**src/rtl/pcie_rst_pkg.sv**
```systemverilog
// pcie_rst_pkg: shared state encoding and default parameters for the PCIe reset sequencer
package pcie_rst_pkg;

    typedef enum logic [1:0] {
        WAIT_INIT    = 2'd0,
        WAIT_LOCK    = 2'd1,
        RELEASE_PCIE = 2'd2,
        RUN          = 2'd3
    } rst_state_e;

    localparam int DEF_SYNC_STAGES    = 2;
    localparam int DEF_LOCK_FILTER    = 8;
    localparam int DEF_STRETCH_CYCLES = 16;
    localparam int DEF_TIMEOUT_CYCLES = 1024;

    function automatic int cnt_width(input int n);
        return (n > 1) ? $clog2(n) : 1;
    endfunction

endpackage

```
**src/rtl/pcie_reset_sequencer_sync_bit.sv**
```systemverilog
// sync_bit: N-stage asynchronous-reset synchronizer, resets to 0
module sync_bit #(
    parameter int STAGES = 2
) (
    input  logic clk,
    input  logic rst_n,
    input  logic d,
    output logic q
);

    logic [STAGES-1:0] ff;

    // shift the asynchronous input through the synchronizer chain
    always_ff @(posedge clk or negedge rst_n) begin
        if (!rst_n) ff <= '0;
        else ff <= {ff[STAGES-2:0], d};
    end

    assign q = ff[STAGES-1];

endmodule

```
**src/rtl/pcie_reset_sequencer.sv**
```systemverilog
// pcie_reset_sequencer: ordered synchronous-deassert resets for PCIe and user fabric
module pcie_reset_sequencer
    import pcie_rst_pkg::*;
#(
    parameter int SYNC_STAGES    = DEF_SYNC_STAGES,
    parameter int LOCK_FILTER    = DEF_LOCK_FILTER,
    parameter int STRETCH_CYCLES = DEF_STRETCH_CYCLES,
    parameter int TIMEOUT_CYCLES = DEF_TIMEOUT_CYCLES
) (
    input  logic       CLK,
    input  logic       FABRIC_POR_N,
    input  logic       PCIE_INIT_DONE,
    input  logic       DEVICE_INIT_DONE,
    input  logic       BANK_0_CALIB_STATUS,
    input  logic       BANK_1_CALIB_STATUS,
    input  logic       PLL_LOCK,
    input  logic       EXT_RST_N,
    output logic       PCIE_RESET_N,
    output logic       FABRIC_RESET_N,
    output logic       READY,
    output logic       INIT_TIMEOUT,
    output logic [1:0] STATE
);

    localparam int TW = cnt_width(TIMEOUT_CYCLES);
    localparam int LW = cnt_width(LOCK_FILTER);
    localparam int SW = cnt_width(STRETCH_CYCLES);
    localparam logic [TW-1:0] TMO_MAX  = TW'(TIMEOUT_CYCLES - 1);
    localparam logic [LW-1:0] LOCK_MAX = LW'(LOCK_FILTER - 1);
    localparam logic [SW-1:0] STR_MAX  = SW'(STRETCH_CYCLES - 1);

    logic [5:0]    async_in;
    logic [5:0]    sync_q;
    logic          init_ok;
    logic          lock_s;
    logic          ext_s;
    logic          lock_done;
    logic [TW-1:0] tmo_cnt;
    logic [LW-1:0] lock_cnt;
    logic [SW-1:0] str_cnt;
    rst_state_e    state;
    rst_state_e    nxt;

    assign async_in = {PCIE_INIT_DONE, DEVICE_INIT_DONE, BANK_0_CALIB_STATUS,
                       BANK_1_CALIB_STATUS, PLL_LOCK, EXT_RST_N};

    for (genvar i = 0; i < 6; i++) begin : g_sync
        sync_bit #(.STAGES(SYNC_STAGES)) u_sync (
            .clk   (CLK),
            .rst_n (FABRIC_POR_N),
            .d     (async_in[i]),
            .q     (sync_q[i])
        );
    end

    assign init_ok   = &sync_q[5:2];
    assign lock_s    = sync_q[1];
    assign ext_s     = sync_q[0];
    assign lock_done = lock_s && (lock_cnt == LOCK_MAX);
    assign STATE     = state;

    // next state: aborts (external reset, init loss, lock loss) outrank forward progress
    always_comb begin
        nxt = state;
        if (state == WAIT_INIT) nxt = (init_ok && ext_s) ? WAIT_LOCK : WAIT_INIT;
        else if (!ext_s || !init_ok) nxt = WAIT_INIT;
        else if (!lock_s && state != WAIT_LOCK) nxt = WAIT_LOCK;
        else if (state == WAIT_LOCK && lock_done) nxt = RELEASE_PCIE;
        else if (state == RELEASE_PCIE && str_cnt == STR_MAX) nxt = RUN;
    end

    // state, counters and outputs decoded from next state so they move on the same edge
    always_ff @(posedge CLK or negedge FABRIC_POR_N) begin
        if (!FABRIC_POR_N) begin
            state          <= WAIT_INIT;
            tmo_cnt        <= '0;
            lock_cnt       <= '0;
            str_cnt        <= '0;
            PCIE_RESET_N   <= 1'b0;
            FABRIC_RESET_N <= 1'b0;
            READY          <= 1'b0;
            INIT_TIMEOUT   <= 1'b0;
        end else begin
            state          <= nxt;
            tmo_cnt        <= (state != WAIT_INIT) ? '0 : (tmo_cnt == TMO_MAX) ? tmo_cnt : tmo_cnt + 1'b1;
            lock_cnt       <= (state == WAIT_LOCK && lock_s && !lock_done) ? lock_cnt + 1'b1 : '0;
            str_cnt        <= (state == RELEASE_PCIE && nxt == RELEASE_PCIE) ? str_cnt + 1'b1 : '0;
            PCIE_RESET_N   <= (nxt == RELEASE_PCIE) || (nxt == RUN);
            FABRIC_RESET_N <= (nxt == RUN);
            READY          <= (nxt == RUN);
            if (state == WAIT_INIT && tmo_cnt == TMO_MAX) INIT_TIMEOUT <= 1'b1;
        end
    end

endmodule

```
**config.mk**
```make
export PLATFORM = sky130hd
export DESIGN_NAME = pcie_reset_sequencer
export DESIGN_NICKNAME = d
export VERILOG_FILES = /design/src/rtl/pcie_rst_pkg.sv /design/src/rtl/pcie_reset_sequencer_sync_bit.sv /design/src/rtl/pcie_reset_sequencer.sv
export SDC_FILE = /design/constraint.sdc
export NUM_CORES = 1
export LEC_CHECK = 0
export CAP_MARGIN = 0
export CORE_AREA = 8 8 73 75
export CTS_BUF_LIST = sky130_fd_sc_hd__clkbuf_16
export DETAILED_ROUTE_END_ITERATION = 10
export DIE_AREA = 0 0 81 83
export PLACE_DENSITY = 0.48
export SLEW_MARGIN = 5
export SYNTH_ARGS = -nofsm -noshare
export SYNTH_HDL_FRONTEND = slang
export SYNTH_HIERARCHICAL = 1
export SYNTH_SLANG_ARGS = --single-unit
```
**constraint.sdc**
```tcl
create_clock -name CLK -period 3.35 [get_ports CLK]
set_clock_uncertainty 0.2 [all_clocks]
set_input_delay 0.335 -clock CLK [delete_from_list [all_inputs] [get_ports CLK]]
set_output_delay 0.335 -clock CLK [all_outputs]
set_load 0.02 [all_outputs]
```
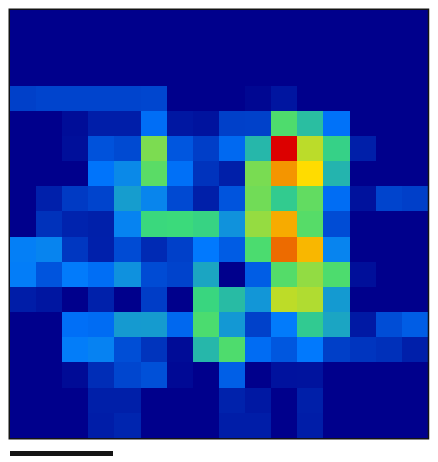
(run_1/wire_density.png)
Bar = 20 um. The die is cut into 16 by 17 equal tiles; dark blue is low, red is high, scaled to the fullest tile. Values are wire area over tile area, all layers added.
fullest tile: 0.43
nearly empty tiles: 46%
densest ninth of the die: center
mean over tiles: 0.060
emptiest ninth of the die: north-west

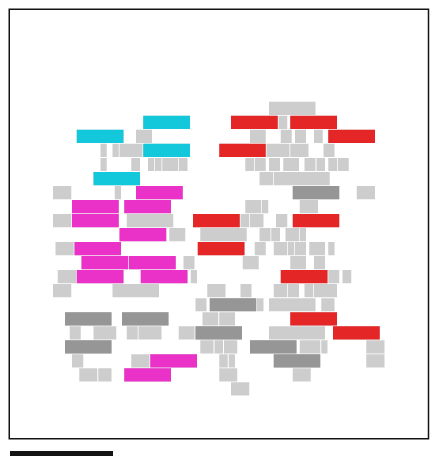
(run_1/registers.png)
Bar = 20 um. Other sequential cells in the stronger gray, the rest of the logic in the fainter gray.
legend:
  g_sync.u_sync/ff:
    color: magenta
    flops: 12
  tmo_cnt:
    color: red
    flops: 10
  str_cnt:
    color: cyan
    flops: 4
not colored: 8

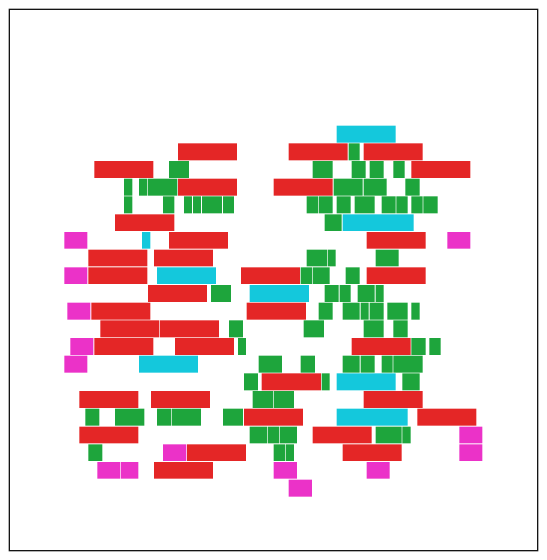
(run_1/cell_classes.png)
legend:
  other buffers and delay cells:
    color: magenta
    cells: 14
  flip-flops:
    color: red
    cells: 34
  clock drivers and dummy loads:
    color: cyan
    cells: 8
  all other logic:
    color: green
    cells: 75
core area: 4204 um2
Rows: 24
utilization after layout: 41.64%
sequential cell area share: 48.61%
finished layout cell area: 1750 um2

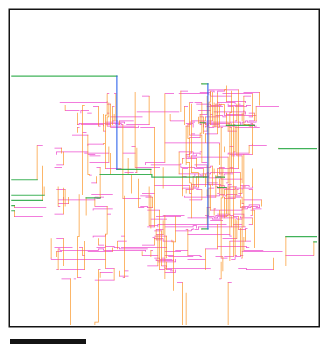
(run_1/metal_stack.png)
Bar = 20 um.
legend:
  met2:
    color: orange
    wire_length: 1240 um
  met3:
    color: green
    wire_length: 129 um
  met1:
    color: magenta
    wire_length: 1100 um
  met4:
    color: blue
    wire_length: 62.6 um
DR WL/cell: 13.84 um
routed vias: 937
Final Routed Wirelength: 2532 um

==> summary.txt, run 1 <==
fresh numbers from the pnr run: Yosys top cell by area=dfrtp_1, most frequent logic cell in the layout=dfrtp_1, Nets=142, Die Footprint=6723 um2, Worst setup EP type=output port, syn_area_per_cell=12.25 um2, NonClk Buf Share=roughly 7.9%, die span in y=83 um, Signal inverters=2, Pwr top=the clock network, Top cells by area=dfrtp_1 (60%), ha_1 (3.6%), a31oi_1 (2.7%), Main logic family=simple AND/OR/NAND/NOR gates, Post-Synth XOR/XNOR Area=1.243%, total global-route track usage=under 10%, asr flop ratio synth=100.0%, Worst-path clk slew=about 0.050 ns, Top-area cell share=60.39%, I/O pin cnt=14, Clock group=0.584 mW, Mux cell area share=0%, Clock power frac=46.6%, max-cap violations=0, Overflow after GRT=0, Dominant flop cell=dfrtp_1, worst min path class=reg2reg, Log Warnings=26, RePlAce Congestion=slightly above 0.8, Rel. slew slack=71.76%, count of library flops with an enable pin=0, YS chip area=1409 um2, worst path required time=between 2 and 3 ns, number of buffers and inverters on the critical path=1, sequential share of power=42.3%, synth cell count leaders=dfrtp_1 (34), a31oi_1 (6), nor2_1 (6), nand2_1 (5), nand4_1 (5), Psw=approximately 0.31 mW, maximum root-to-sink buffer count=2, clock network share of area=10.79%, RSZ-0062 raised after global routing=no, Initial Utilization=33.51%, Hold Buf Count CTS=0, CTS tree=built, Synth cell types=40, Max stage delay cell, worst path=clkdlybuf4s50_1, Yosys top cell by instances=dfrtp_1, Sw Share=24.43%, largest net degree at the start of global routing=35, Top Layout Cells=dfrtp_1 (34), clkdlybuf4s50_1 (13), nor2_1 (6), a31oi_1 (6), top flop regs=g_sync.u_sync/ff: 12 flops, tmo_cnt: 10 flops, str_cnt: 4 flops, Least-Margin Pin Slew=0.4236 ns, Synth Register Bits=34, Final Hold Violation Tally=0, Die X=81 um, Cell Count, Final, Fillers Out=183, H-tree depth reported by CTS=2, Iter 0 DRT Violations=101, Comb pwr share=about 11%, fin crit period=1.882 ns, Comb area=500.5 um2, total CTS buffers=5, CP arrival=~1.4 ns, largest class=sequential cells, layout cells sized above 1=9.924%, drt drc=0, post-place setup slack=1.614 ns, Complex Gates by Area=11.72%, register area share after synthesis=60.39%, Syn. warnings=6, Max Freq=531.4 MHz, Worst-Skew Late Latency=0.27 ns, Syn Nets=127, # port buffers=13, tapcell count=52, initial antenna violation count=0, CP Class=reg2out, PostCTS Resize Cnt=0, Layout area overhead=24.25%, logic share of the area=between 20% and 30%, Placed Instance Area=1562 um2, PD cells=715.7 nW/um2, first-pass GRT wire length=4443 um, clkbuf count=5, Power Combinational=approximately 0.14 mW, yosys simple share=19.01%, status=completed, Post-CTS Setup Repair Bufs=0, CP peak stage delay=0.64 ns, delay-heaviest family, CP=buffers and inverters, Slew Limit Fails=0, total power=1.253 mW, combinational gates=73, Adder Share, Synth=3.552%, Inst Count DP=roughly 180, Signal buffers=14, Pleak=0.7460 nW, CP cell instances=clkdlybuf4s50_1, Ant. Diodes=0, VDD IR max=about 0.33 mV, Final Cycle Share=a little under three fifths, first drt pass iteration count=4, Seq cells=34, Worst Setup Start Kind=register, Sink Count=34, drt via density=5.120, Clk Tree Root Cell=clkbuf_16, Final HPWL DP=1701 um, setup slack after layout=1.468 ns, Biggest register=g_sync.u_sync/ff, Synth Instances=115, final setup fails=0, Sequential Power=~0.53 mW, max reg flops=12, Seq. cell area=roughly 850 um2, Mapped Area=1409 um2, Int Power=0.9467 mW, critical path peak fanout=7, vias in the first global route=986, Fin Setup TNS=0 ns, final hold slack=0.1461 ns, Post-DRT Antenna Nets=0, ys cells=between 100 and 150, fill cell count=about 420
-- run 1: path summary, 6_finish.rpt --
kind	from	endpoint	slack, ns	depth (start not counted)
worst max-delay path	STATE[1]	STATE[1]	1.47	1
worst min-delay path	g_sync[0].u_sync/ff[0]	g_sync[0].u_sync/ff[1]	0.15	0
worst max register to register	tmo_cnt[0]	tmo_cnt[7]	1.58	4
worst min register to register	g_sync[0].u_sync/ff[0]	g_sync[0].u_sync/ff[1]	0.15	0
max in group asynchronous	FABRIC_POR_N	STATE[0]	2.38	2
min in group asynchronous	FABRIC_POR_N	lock_cnt[1]	0.26	2
-- run 1: metal layers --
metal  routed length (um)  up-vias  GRT usage (%)
met2                 1239       24          12.70
met1                 1101      454          9.577
met5                    0        -              0
met4                   62        0          6.016
met3                  129        5          3.664
li1                     -      454              -
==> run 2, diff against run 1 <==
--- a/config.mk
+++ b/config.mk
@@ -10,7 +10,7 @@
 export CTS_BUF_LIST = sky130_fd_sc_hd__clkbuf_16
 export DETAILED_ROUTE_END_ITERATION = 10
 export DIE_AREA = 0 0 81 83
-export PLACE_DENSITY = 0.48
+export PLACE_DENSITY = 0.5
 export SLEW_MARGIN = 5
 export SYNTH_ARGS = -nofsm -noshare
 export SYNTH_HDL_FRONTEND = slang
==> constraint.sdc (replaced) <==
create_clock -name CLK -period 1.6 [get_ports CLK]
set_clock_uncertainty 0.2 [all_clocks]
set_input_delay 0.16 -clock CLK [delete_from_list [all_inputs] [get_ports CLK]]
set_output_delay 0.16 -clock CLK [all_outputs]
set_load 0.02 [all_outputs]
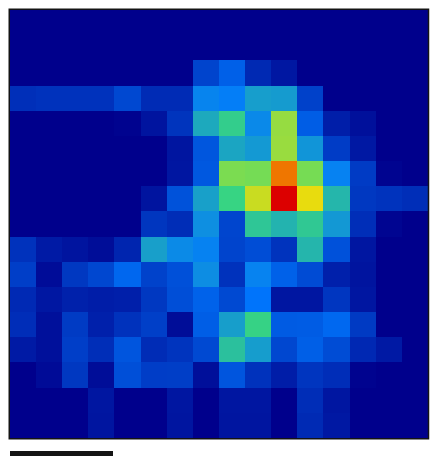
(run_2/wire_density.png)
Bar = 20 um. The die is cut into 16 by 17 equal tiles; dark blue is low, red is high, scaled to the fullest tile. Values are wire area over tile area, all layers added.
nearly empty tiles: 43%
tiles over half the peak: 3.3%
emptiest ninth of the die: north-west
mean over tiles: 0.063
densest ninth of the die: center
fullest tile: 0.60

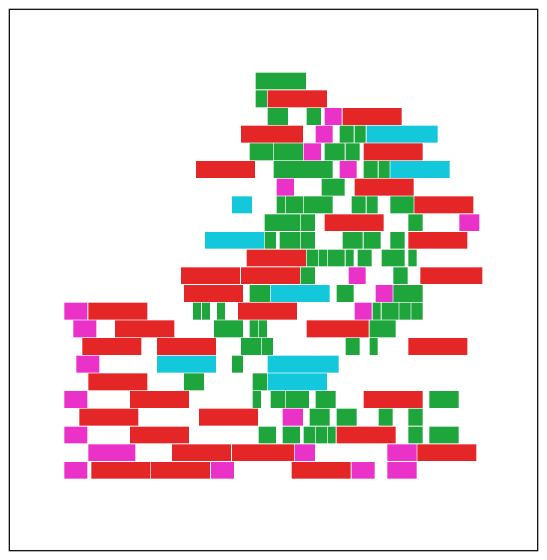
(run_2/cell_classes.png)
legend:
  all other logic:
    color: green
    cells: 75
  other buffers and delay cells:
    color: magenta
    cells: 22
  flip-flops:
    color: red
    cells: 34
  clock drivers and dummy loads:
    color: cyan
    cells: 8

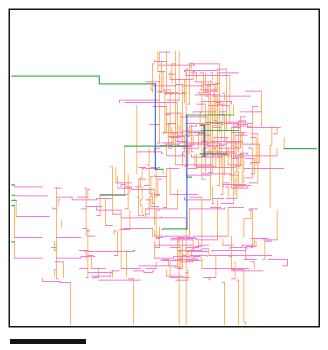
(run_2/metal_stack.png)
Bar = 20 um.
legend:
  met3:
    color: green
    wire_length: 122 um
  met4:
    color: blue
    wire_length: 60.5 um
  met2:
    color: orange
    wire_length: 1350 um
  met1:
    color: magenta
    wire_length: 1130 um

==> run 2 against run 1 <==
Net effect:
- utilization increased by 3.2 points
- first-iteration DRC count fell by 22%
- via count rose by 4.8%
- final cell count is 4.4% higher
- non-clock buffer count grew 8
- highest routed layer unchanged
- register-to-register slack got worse by 1.5 ns
- largest cell class unchanged
- critical path type unchanged
- combinational power increased to 3.3 times the previous value
- largest power group unchanged
- die area unchanged
- sequential share of layout area fell by 3.2 points
- worst setup slack worse by 1.4 ns
==> summary.txt, run 2 <==
fresh numbers from the pnr run: status=completed, Top-area cell share=60.39%, Seq. cell area=roughly 860 um2, CP startpoint=PCIE_RESET_N, CP Class=reg2out, Fin Setup TNS=0 ns, sequential share of power=39.2%, vias in the first global route=1016, Cell Count, Final, Fillers Out=approximately 190, Max Used Layer=met4, asr flop ratio synth=100.0%, met3 usage=4.203%, CP arrival=1.19 ns, Slew Limit Fails=0, YS chip area=1409 um2, tapcell count=52, number of buffers and inverters on the critical path=1, finished layout cell area=between 1500 and 2000 um2, Yosys top cell by instances=dfrtp_1, clock network share of area=10.29%, die span in y=between 80 and 90 um, initial antenna violation count=0, fill cell count=between 300 and 400, Critical Path Stages=1, top flop regs=g_sync.u_sync/ff: 12 flops, tmo_cnt: 10 flops, str_cnt: 4 flops, CTS tree=built, register area share after synthesis=between 60% and 70%, Comb area=551.8 um2, met1 Usage GRT=10.03%, Power Combinational=0.456 mW, max reg flops=12, WL met1=1134 um, Log Warnings=28, CP peak stage delay=roughly 0.59 ns, Synth cell types=approximately 40, total CTS buffers=5, Die Footprint=6723 um2, total power=2.815 mW, Post-DRT Antenna Nets=0, clkbuf count=5, Placed Instance Area=1627 um2, synth cell count leaders=dfrtp_1 (34), a31oi_1 (6), nor2_1 (6), nand2_1 (5), nand4_1 (5), Sequential Power=~1.1 mW, Reg2Reg Launch Point=tmo_cnt[0], delay-heaviest family, CP=buffers and inverters, DR WL/cell=about 14 um, Least-Margin Pin Slew=0.2998 ns, sequential cell area share=between 40 and 50%, Worst-Skew Late Latency=0.28 ns, Max Freq=around 650 MHz, VDD IR max=between 0.7 and 0.8 mV, Worst Setup Start Kind=register, Met2 Wirelength=1352 um, final hold slack=0.04933 ns, Max stage delay cell, worst path=clkdlybuf4s50_1, RePlAce Congestion=0.7650, Psw=just over 0.7 mW, syn_area_per_cell=12.25 um2, Synth Instances=roughly 120, utilization after layout=44.85%, R2R setup slack=0.07 ns, routed vias=roughly 1000, total global-route track usage=8.711%, met2 Usage GRT=between 10% and 20%, Clk Tree Root Cell=clkbuf_16, Pwr top=the clock network, Ant. Diodes=0, Final Hold Violation Tally=0, Syn Nets=127
-- run 2: cell counts after synthesis --
Identical to the previous run, type by type.
-- run 2: logic make-up (layout without fill, tap and decap cells) --
group,after synthesis,after routing,synth area share [%]
simple gates,44,44,19.01
xor+xnor,2,2,1.244
fa+ha+maj,4,4,3.553
flops,34,34,60.39
buf+inv,8,32,4.085
compound gates,23,23,11.72
-- run 2: repair_timing --
| action | CTS | global route |
|---|---|---|
| pin swaps | 2 | 0 |
| buffers inserted | 1 | 2 |
| resized | 5 | 10 |
| hold buffers | 0 | 0 |
| cloned | 0 | 0 |
| endpoints found under the setup margin | 5 | 9 |
Power is estimated from default activity; no workload was simulated.
